**Routing congestion map**

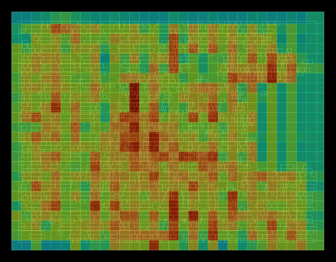
**Layout detail**

Region (152, 113) to (177, 138) um. Cells in gray, sequential cells in the stronger gray; small squares are vias.
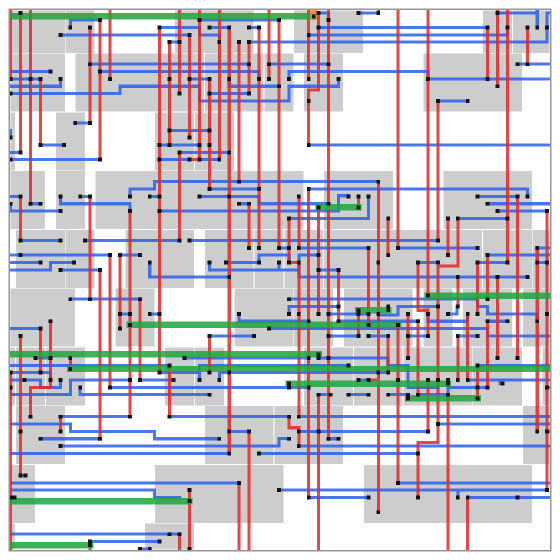
**Signal wires on met1**

(1 px per um)
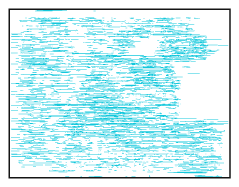
**Register map, names as in the netlist**

(2 px per um) Other sequential cells in the stronger gray, the rest of the logic in the fainter gray.
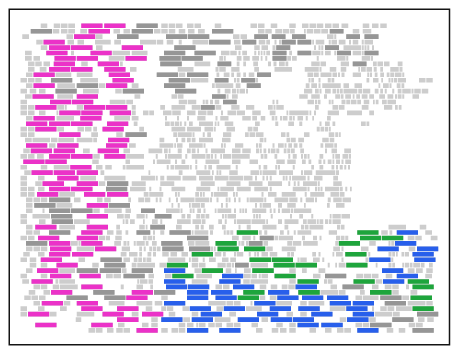
**src/rtl/nn_pkg.sv**
```systemverilog
// Shared constants and state encoding for the weight write-back stage.
package nn_pkg;

    localparam int unsigned N_IN      = 10;
    localparam int unsigned N_HID     = 5;
    localparam int unsigned N_OUT     = 3;
    localparam int unsigned HID_BASE  = 0;
    localparam int unsigned OUT_BASE  = 50;
    localparam int unsigned LAST_ADDR = 64;

    typedef enum logic [2:0] {
        ST_IDLE,
        ST_READ,
        ST_WAIT,
        ST_WRITE,
        ST_DONE
    } wus_state_t;

endpackage

```
**src/rtl/weight_step_alu.sv**
```systemverilog
// Single weight update: w +/- ((delta*act) >> LR_SHIFT), saturated to DATA_W signed.
module weight_step_alu #(
    parameter int unsigned DATA_W   = 10,
    parameter int unsigned LR_SHIFT = 12
) (
    input  logic signed [DATA_W-1:0] w,
    input  logic        [DATA_W-1:0] delta,
    input  logic        [DATA_W-1:0] act,
    input  logic                     sign,
    output logic signed [DATA_W-1:0] new_w
);

    localparam int unsigned PW = 2 * DATA_W;
    localparam int unsigned EW = DATA_W + 11;
    localparam logic signed [EW-1:0] SAT_MAX = EW'((1 << (DATA_W - 1)) - 1);
    localparam logic signed [EW-1:0] SAT_MIN = ~SAT_MAX;

    logic        [PW-1:0] prod;
    logic        [PW-1:0] step;
    logic signed [EW-1:0] w_ext;
    logic signed [EW-1:0] step_ext;
    logic signed [EW-1:0] sum;

    // Multiply, scale by the learning-rate shift, apply signed step and clamp.
    always_comb begin
        prod     = PW'(delta) * PW'(act);
        step     = prod >> LR_SHIFT;
        w_ext    = {{(EW - DATA_W){w[DATA_W-1]}}, w};
        step_ext = EW'(step);
        sum      = sign ? (w_ext - step_ext) : (w_ext + step_ext);
        if (sum > SAT_MAX) begin
            new_w = DATA_W'(SAT_MAX);
        end else if (sum < SAT_MIN) begin
            new_w = DATA_W'(SAT_MIN);
        end else begin
            new_w = DATA_W'(sum);
        end
    end

endmodule

```
**src/rtl/weight_update_sequencer.sv**
```systemverilog
// Walks all 65 weight words, applying a read/modify/write step to each.
module weight_update_sequencer
    import nn_pkg::*;
#(
    parameter int unsigned DATA_W   = 10,
    parameter int unsigned ADDR_W   = 7,
    parameter int unsigned LR_SHIFT = 12
) (
    input  logic                     Clock,
    input  logic                     Rst,
    input  logic                     start,
    input  logic        [DATA_W-1:0] delta1   [0:N_OUT-1],
    input  logic        [N_OUT-1:0]  sign1,
    input  logic        [DATA_W-1:0] delta0   [0:N_HID-1],
    input  logic        [N_HID-1:0]  sign0,
    input  logic        [DATA_W-1:0] out0_cal [0:N_HID-1],
    input  logic        [DATA_W-1:0] x_in     [0:N_IN-1],
    output logic        [ADDR_W-1:0] ram_addr,
    output logic                     ram_re,
    input  logic signed [DATA_W-1:0] ram_rdata,
    output logic                     ram_we,
    output logic signed [DATA_W-1:0] ram_wdata,
    output logic                     busy,
    output logic                     done
);

    localparam int unsigned OSEL_W = $clog2(N_OUT);
    localparam int unsigned NEU_W  = $clog2(N_HID);
    localparam int unsigned IDX_W  = $clog2(N_IN);

    wus_state_t state, state_nxt;

    logic [DATA_W-1:0] delta1_q [0:N_OUT-1];
    logic [N_OUT-1:0]  sign1_q;
    logic [DATA_W-1:0] delta0_q [0:N_HID-1];
    logic [N_HID-1:0]  sign0_q;
    logic [DATA_W-1:0] out0_q   [0:N_HID-1];
    logic [DATA_W-1:0] x_q      [0:N_IN-1];

    logic              layer;
    logic [NEU_W-1:0]  neuron;
    logic [IDX_W-1:0]  idx;

    logic              start_acc_c;
    logic              last_c;
    logic [DATA_W-1:0] delta_sel_c;
    logic [DATA_W-1:0] act_sel_c;
    logic              sign_sel_c;
    logic signed [DATA_W-1:0] new_w_c;

    assign start_acc_c = (state == ST_IDLE) && start && !Rst;
    assign last_c      = (ram_addr == ADDR_W'(LAST_ADDR));

    // State register.
    always_ff @(posedge Clock) begin
        if (Rst) begin
            state <= ST_IDLE;
        end else begin
            state <= state_nxt;
        end
    end

    // Next-state logic.
    always_comb begin
        state_nxt = state;
        case (state)
            ST_IDLE:  if (start) state_nxt = ST_READ;
            ST_READ:  state_nxt = ST_WAIT;
            ST_WAIT:  state_nxt = ST_WRITE;
            ST_WRITE: state_nxt = last_c ? ST_DONE : ST_READ;
            ST_DONE:  state_nxt = ST_IDLE;
            default:  state_nxt = ST_IDLE;
        endcase
    end

    // Capture deltas, signs and activations once per pass.
    always_ff @(posedge Clock) begin
        if (start_acc_c) begin
            delta1_q <= delta1;
            sign1_q  <= sign1;
            delta0_q <= delta0;
            sign0_q  <= sign0;
            out0_q   <= out0_cal;
            x_q      <= x_in;
        end
    end

    // Pick delta/activation/sign for the current (layer, neuron, index).
    always_comb begin
        delta_sel_c = '0;
        act_sel_c   = '0;
        sign_sel_c  = 1'b0;
        if (layer) begin
            delta_sel_c = delta1_q[OSEL_W'(neuron)];
            sign_sel_c  = sign1_q[OSEL_W'(neuron)];
            act_sel_c   = out0_q[NEU_W'(idx)];
        end else begin
            delta_sel_c = delta0_q[neuron];
            sign_sel_c  = sign0_q[neuron];
            act_sel_c   = x_q[idx];
        end
    end

    weight_step_alu #(
        .DATA_W   (DATA_W),
        .LR_SHIFT (LR_SHIFT)
    ) u_alu (
        .w     (ram_rdata),
        .delta (delta_sel_c),
        .act   (act_sel_c),
        .sign  (sign_sel_c),
        .new_w (new_w_c)
    );

    // Registered RAM strobes, status flags and address/decode counters.
    always_ff @(posedge Clock) begin
        if (Rst) begin
            ram_addr  <= '0;
            ram_re    <= 1'b0;
            ram_we    <= 1'b0;
            ram_wdata <= '0;
            busy      <= 1'b0;
            done      <= 1'b0;
            layer     <= 1'b0;
            neuron    <= '0;
            idx       <= '0;
        end else begin
            ram_re <= (state_nxt == ST_READ);
            ram_we <= (state_nxt == ST_WRITE);
            busy   <= (state_nxt == ST_READ) || (state_nxt == ST_WAIT) ||
                      (state_nxt == ST_WRITE);
            done   <= (state_nxt == ST_DONE);

            if (state == ST_WAIT) begin
                ram_wdata <= new_w_c;
            end

            if (start_acc_c) begin
                ram_addr <= ADDR_W'(HID_BASE);
                layer    <= 1'b0;
                neuron   <= '0;
                idx      <= '0;
            end else if ((state == ST_WRITE) && !last_c) begin
                ram_addr <= ram_addr + ADDR_W'(1);
                if (!layer) begin
                    if (idx == IDX_W'(N_IN - 1)) begin
                        idx <= '0;
                        if (neuron == NEU_W'(N_HID - 1)) begin
                            neuron   <= '0;
                            layer    <= 1'b1;
                            ram_addr <= ADDR_W'(OUT_BASE);
                        end else begin
                            neuron <= neuron + NEU_W'(1);
                        end
                    end else begin
                        idx <= idx + IDX_W'(1);
                    end
                end else begin
                    if (idx == IDX_W'(N_HID - 1)) begin
                        idx    <= '0;
                        neuron <= neuron + NEU_W'(1);
                    end else begin
                        idx <= idx + IDX_W'(1);
                    end
                end
            end
        end
    end

endmodule

```
**config.mk**
```make
export PLATFORM = sky130hd
export DESIGN_NAME = weight_update_sequencer
export DESIGN_NICKNAME = d
export VERILOG_FILES = /design/src/rtl/nn_pkg.sv /design/src/rtl/weight_step_alu.sv /design/src/rtl/weight_update_sequencer.sv
export SDC_FILE = /design/constraint.sdc
export NUM_CORES = 1
export LEC_CHECK = 0
export CORE_ASPECT_RATIO = 0.75
export CORE_MARGIN = 5
export CORE_UTILIZATION = 45
export DETAILED_ROUTE_END_ITERATION = 10
export HOLD_SLACK_MARGIN = 0.1
export PLACE_DENSITY = 0.7
export SETUP_SLACK_MARGIN = 0.2
export SYNTH_ARGS = -nofsm -noshare
export SYNTH_HDL_FRONTEND = slang
export SYNTH_SLANG_ARGS = --single-unit
export TNS_END_PERCENT = 30
```
**constraint.sdc**
```tcl
create_clock -name Clock -period 27.9 [get_ports Clock]
set_clock_uncertainty 0.05 [all_clocks]
set_input_delay 2.79 -clock Clock [delete_from_list [all_inputs] [get_ports Clock]]
set_output_delay 2.79 -clock Clock [all_outputs]
set_load 0.1 [all_outputs]
```
==> impl_table.tex <==
% Table of physical implementation metrics
\begin{tabular}{lr}
\hline
Metric & Value \\
\hline
\multicolumn{2}{l}{\textbf{Logic synthesis}} \\
\quad Leading cell types by total area after synthesis & sky130\_fd\_sc\_hd\_\_edfxtp\_1, sky130\_fd\_sc\_hd\_\_fa\_1, sky130\_fd\_sc\_hd\_\_ha\_1 \\
\quad Post-synthesis cell count from yosys & between 1000 and 1500 \\
\quad Number of synthesized flops with an enable pin & about 240 \\
\quad Number of distinct standard cells referenced by the synthesized netlist & between 70 and 80 \\
\quad Post-synthesis average cell area & 13.1 sq um \\
\quad Area share of the largest cell type after synthesis & $\sim$48\% \\
\quad Most numerous cell in the Yosys netlist & sky130\_fd\_sc\_hd\_\_edfxtp\_1 \\
\quad Post-synthesis instance area & about 15000 sq um \\
\quad Fraction of registers with async set/reset & 0\% \\
\quad Post-synth top area cell & sky130\_fd\_sc\_hd\_\_edfxtp\_1 \\
\quad Post-synth top cells & sky130\_fd\_sc\_hd\_\_edfxtp\_1, sky130\_fd\_sc\_hd\_\_inv\_1, sky130\_fd\_sc\_hd\_\_nor2\_1 \\
\quad Instance count of the mapped netlist & 1128 \\
\quad YS chip area & about 15000 sq um \\
\quad Warnings, synthesis & 0 \\
\quad Sequential-to-total area share from yosys stat & between 50\% and 60\% \\
\quad Syn nets & 1513 \\
\quad FF+latch count, synth & 270 \\
\quad Most common flop cell mapped by yosys & sky130\_fd\_sc\_hd\_\_edfxtp\_1 \\
\multicolumn{2}{l}{\textbf{Cells and area}} \\
\quad Share of post-route cells with drive strength above 1 & around 8.5\% \\
\quad Signal buffers share of area & 14.9\% \\
\quad Design Area, Final & around 19000 sq um \\
\quad Leading cell type in the layout, fill and taps excluded & sky130\_fd\_sc\_hd\_\_clkdlybuf4s50\_1 \\
\quad Multi-input combinational area share & between 30\% and 40\% \\
\quad Nets@finish & 1784 \\
\quad Number of antenna repair diodes & 2 \\
\quad Filler Cells Inserted & $\sim$2700 \\
\quad Flip-flops & about 270 \\
\quad Flip-flop and latch area & about 8000 sq um \\
\quad Total of clock buffers placed in the layout & 33 \\
\quad Largest cell class by area & sequential cells \\
\quad Post-synthesis to final-layout area growth & 27.2\% \\
\quad Multi-input gate area in the final layout & roughly 6500 sq um \\
\quad Buffer count excluding the clock tree in the final layout & $\sim$280 \\
\quad Clock Network Area Fraction & under 10\% \\
\quad Layout Cells excl Fill & around 1900 \\
\quad Number of signal-net inverters in the final layout & 104 \\
\quad Multi-input gates & about 700 \\
\quad Fraction of area in registers & around 41\% \\
\quad Most numerous logic cells after layout & sky130\_fd\_sc\_hd\_\_clkdlybuf4s50\_1, sky130\_fd\_sc\_hd\_\_edfxtp\_1, sky130\_fd\_sc\_hd\_\_inv\_1, sky130\_fd\_sc\_hd\_\_nor2\_1, sky130\_fd\_sc\_hd\_\_ha\_1 \\
\multicolumn{2}{l}{\textbf{Power and ir drop}} \\
\quad Reported leakage power & $\sim$7.0 nW \\
\quad Largest voltage drop on the vdd net & $\sim$0.11 mV \\
\quad P per Cell Area & 110 nW/um\^{}2 \\
\quad Overall power & 2.07 mW \\
\multicolumn{2}{l}{\textbf{Clock tree}} \\
\quad Clock insertion delay at the later pin of the skew report & 0.56 ns \\
\quad Post-CTS setup buffers & 0 \\
\quad Root buf cell & sky130\_fd\_sc\_hd\_\_clkbuf\_16 \\
\quad Clock Tree Buf Depth & 3 \\
\quad Number of hold-repair buffers added at the cts stage & 0 \\
\quad Clock transition at path regs & approximately 0.060 ns \\
\quad TritonCTS clock tree & done \\
\quad Clock net sink count & roughly 270 \\
\quad CTS H-Tree Depth & 1 \\
\quad CTS buffer count & 27 \\
\quad Post-CTS sizing & 0 \\
\multicolumn{2}{l}{\textbf{Place}} \\
\quad Worst slack, placed & roughly 17 ns \\
\quad Placed instance area & approximately 18000 sq um \\
\quad Number of port buffers & between 200 and 300 \\
\quad Routability congestion estimate & slightly below 0.9 \\
\quad Number of placed instances, taps included & about 1800 \\
\quad Detailed-placement wirelength estimate & around 28000 um \\
\multicolumn{2}{l}{\textbf{Final timing}} \\
\quad Hold Violations, Final & 0 \\
\quad Pin slew with the least headroom to its limit & approximately 1.2 ns \\
\quad Total negative slack & 0 ns \\
\quad RSZ-0062 raised after global routing & false \\
\quad Highest attainable clock frequency & between 0.08 and 0.09 GHz \\
\quad Final period utilization & 40.5\% \\
\quad Shortest clock period the worst path allows after layout & 11.31 ns \\
\quad Number of setup violations in the final report & 0 \\
\quad Number of slew-limit violations in the final report & 0 \\
\quad Worst-case setup margin in the final layout & about 17 ns \\
\quad Remaining max-slew budget at the tightest pin & roughly 16\% \\
\quad Hold\_ws & 0.432 ns \\
\multicolumn{2}{l}{\textbf{Floorplanning}} \\
\quad Y dimension of the die & between 150 and 200 um \\
\quad IO Pins & $\sim$270 \\
\quad Fp util & roughly 46\% \\
\quad Standard cell core area & between 30000 and 40000 sq um \\
\quad Area of the chip & about 37000 sq um \\
\quad Number of tap instances & roughly 440 \\
\quad Floorplan row count & $\sim$57 \\
\quad Die extent in x & roughly 220 um \\
\multicolumn{2}{l}{\textbf{GRT}} \\
\quad Vias in the first global route & a little over 10000 \\
\quad Initial antenna violation count & 0 \\
\quad Wire length of the first global-routing pass & between 50000 and 60000 um \\
\quad Total congestion overflow after global routing & 0 \\
\quad Maximum number of pins on one net before global-route repair & between 80 and 90 \\
\multicolumn{2}{l}{\textbf{Setup path}} \\
\quad Reg2reg path depth & 34 \\
\quad Data arrival time of the worst path & 11.72 ns \\
\quad Buffering stage count on the worst path with inverters included & 5 \\
\quad Top fanout value on the critical path & $\sim$43 \\
\quad Top cell family by delay on the critical path & AND-OR/OR-AND gates \\
\quad Highest cell delay on the worst timing path & 1.14 ns \\
\quad FF-to-FF End & ram\_wdata[5] \\
\quad Register-to-register setup slack & between 15 and 20 ns \\
\quad Required arrival time at the worst endpoint & $\sim$28 ns \\
\quad Critical path startpoint & idx[1] \\
\quad Worst reg2reg startpoint & idx[1] \\
\quad Crit start category & flop \\
\quad Highest-delay cell along the critical path & sky130\_fd\_sc\_hd\_\_nor3\_1 \\
\quad Worst setup path category & reg -> reg \\
\quad Capturing element type of the critical path & flop \\
\multicolumn{2}{l}{\textbf{Flow run}} \\
\quad Tool Warnings & 31 \\
\quad Max-cap violation count & 0 \\
\multicolumn{2}{l}{\textbf{Worst hold path}} \\
\quad Class of the worst hold path & reg -> reg \\
\quad Start point of the worst hold path & ram\_wdata[0] \\
\quad Hold Crit Endpoint & ram\_wdata[0] \\
\quad Number of stages on the worst hold path & 2 \\
\multicolumn{2}{l}{\textbf{Drt}} \\
\quad Via count normalized by instance count & between 5 and 6 \\
\quad Total number of vias & 9930 \\
\quad Violation count after the first detailed-routing iteration & between 700 and 800 \\
\quad Final routed wire length divided by cell count & about 20 um \\
\quad DR DRC count & 0 \\
\quad Routed WL & between 30000 and 40000 um \\
\quad Post-detailed-route count of antenna-violating nets & 0 \\
\quad First-pass DRT Iterations & 5 \\
\multicolumn{2}{l}{\textbf{Status}} \\
\quad Status & finished clean \\
\hline
\end{tabular}
-- 'routing congestion map' (at the start) --
end-of-flow core utilization: 58.0%
overall routing resource usage: 20.4%

-- 'layout detail' (at the start) --
Key: metal 2 = red; metal 4 = orange; metal 3 = green; metal 1 = blue
48 logic cells have their middle in the window. Most frequent: nand2_1 (5), inv_1 (5), nor3_1 (4). Sequential cells in the window: 0.

-- 'signal wires on met1' (at the start) --
The layer holds 45% of the routed length. 1647 nets have wire on it.

-- 'register map, names as in the netlist' (at the start) --
Key: delta1_q = green [flops 30]; delta0_q = blue [flops 50]; x_q = magenta [flops 100, where a column on the left]

-- where the power goes --
part | internal, mW | switching [mW]
logic | 0.492 | 0.751
clock network | 0.189 | 0.152
registers | 0.474 | 0.0124
-- worst max-delay path by stage --
stage	slack, ns	to	cells after the start
2_1_floorplan	7.36	delta0_q[0]	3
3_3_place_gp	17.04	ram_wdata[6]	35
3_5_place_dp	16.81	ram_wdata[8]	34
4_1_cts	16.76	ram_wdata[8]	35
5_1_grt	15.91	ram_wdata[2]	34
6_report	16.59	ram_wdata[5]	34
-- worst min-delay path, stage by stage, from the launching register on --
cell and delay (ns):
sky130_fd_sc_hd__dfxtp_1 0.31, sky130_fd_sc_hd__inv_1 0.05, sky130_fd_sc_hd__o32ai_1 0.07
-- registers in the layout, indices dropped and copies added (netlist names) --
signal	flops
ram_re	1
sign0_q	5
idx	4
sign1_q	3
ram_addr	7
ram_we	1
out0_q	50
done	1
delta0_q	50
neuron	3
delta1_q	30
ram_wdata	10
layer	1
x_q	100
state	3
busy	1
-- cells by family (layout without fill, tap and decap cells) --
| group | Yosys count | in the layout | share of synthesized area [%] |
|---|---|---|---|
| other cells | 0 | 2 | 0 |
| xor+xnor | 33 | 33 | 2.00 |
| buf+inv | 145 | 437 | 3.81 |
| mux | 77 | 77 | 8.22 |
| flops | 270 | 270 | 52.6 |
| compound gates | 179 | 179 | 9.07 |
| simple gates | 290 | 290 | 9.77 |
| fa+ha+maj | 134 | 134 | 14.5 |
-- routing by layer --
| layer | routed length, um | vias up | global-route usage, % |
|---|---|---|---|
| met5 | 0 | - | 0 |
| met4 | 677 | 0 | 4.23 |
| met3 | 2640 | 40 | 4.95 |
| met2 | 17200 | 325 | 32.0 |
| met1 | 16700 | 4882 | 29.2 |
| li1 | - | 4683 | - |
No activity file was given, so power comes from the tool's default toggle rates.
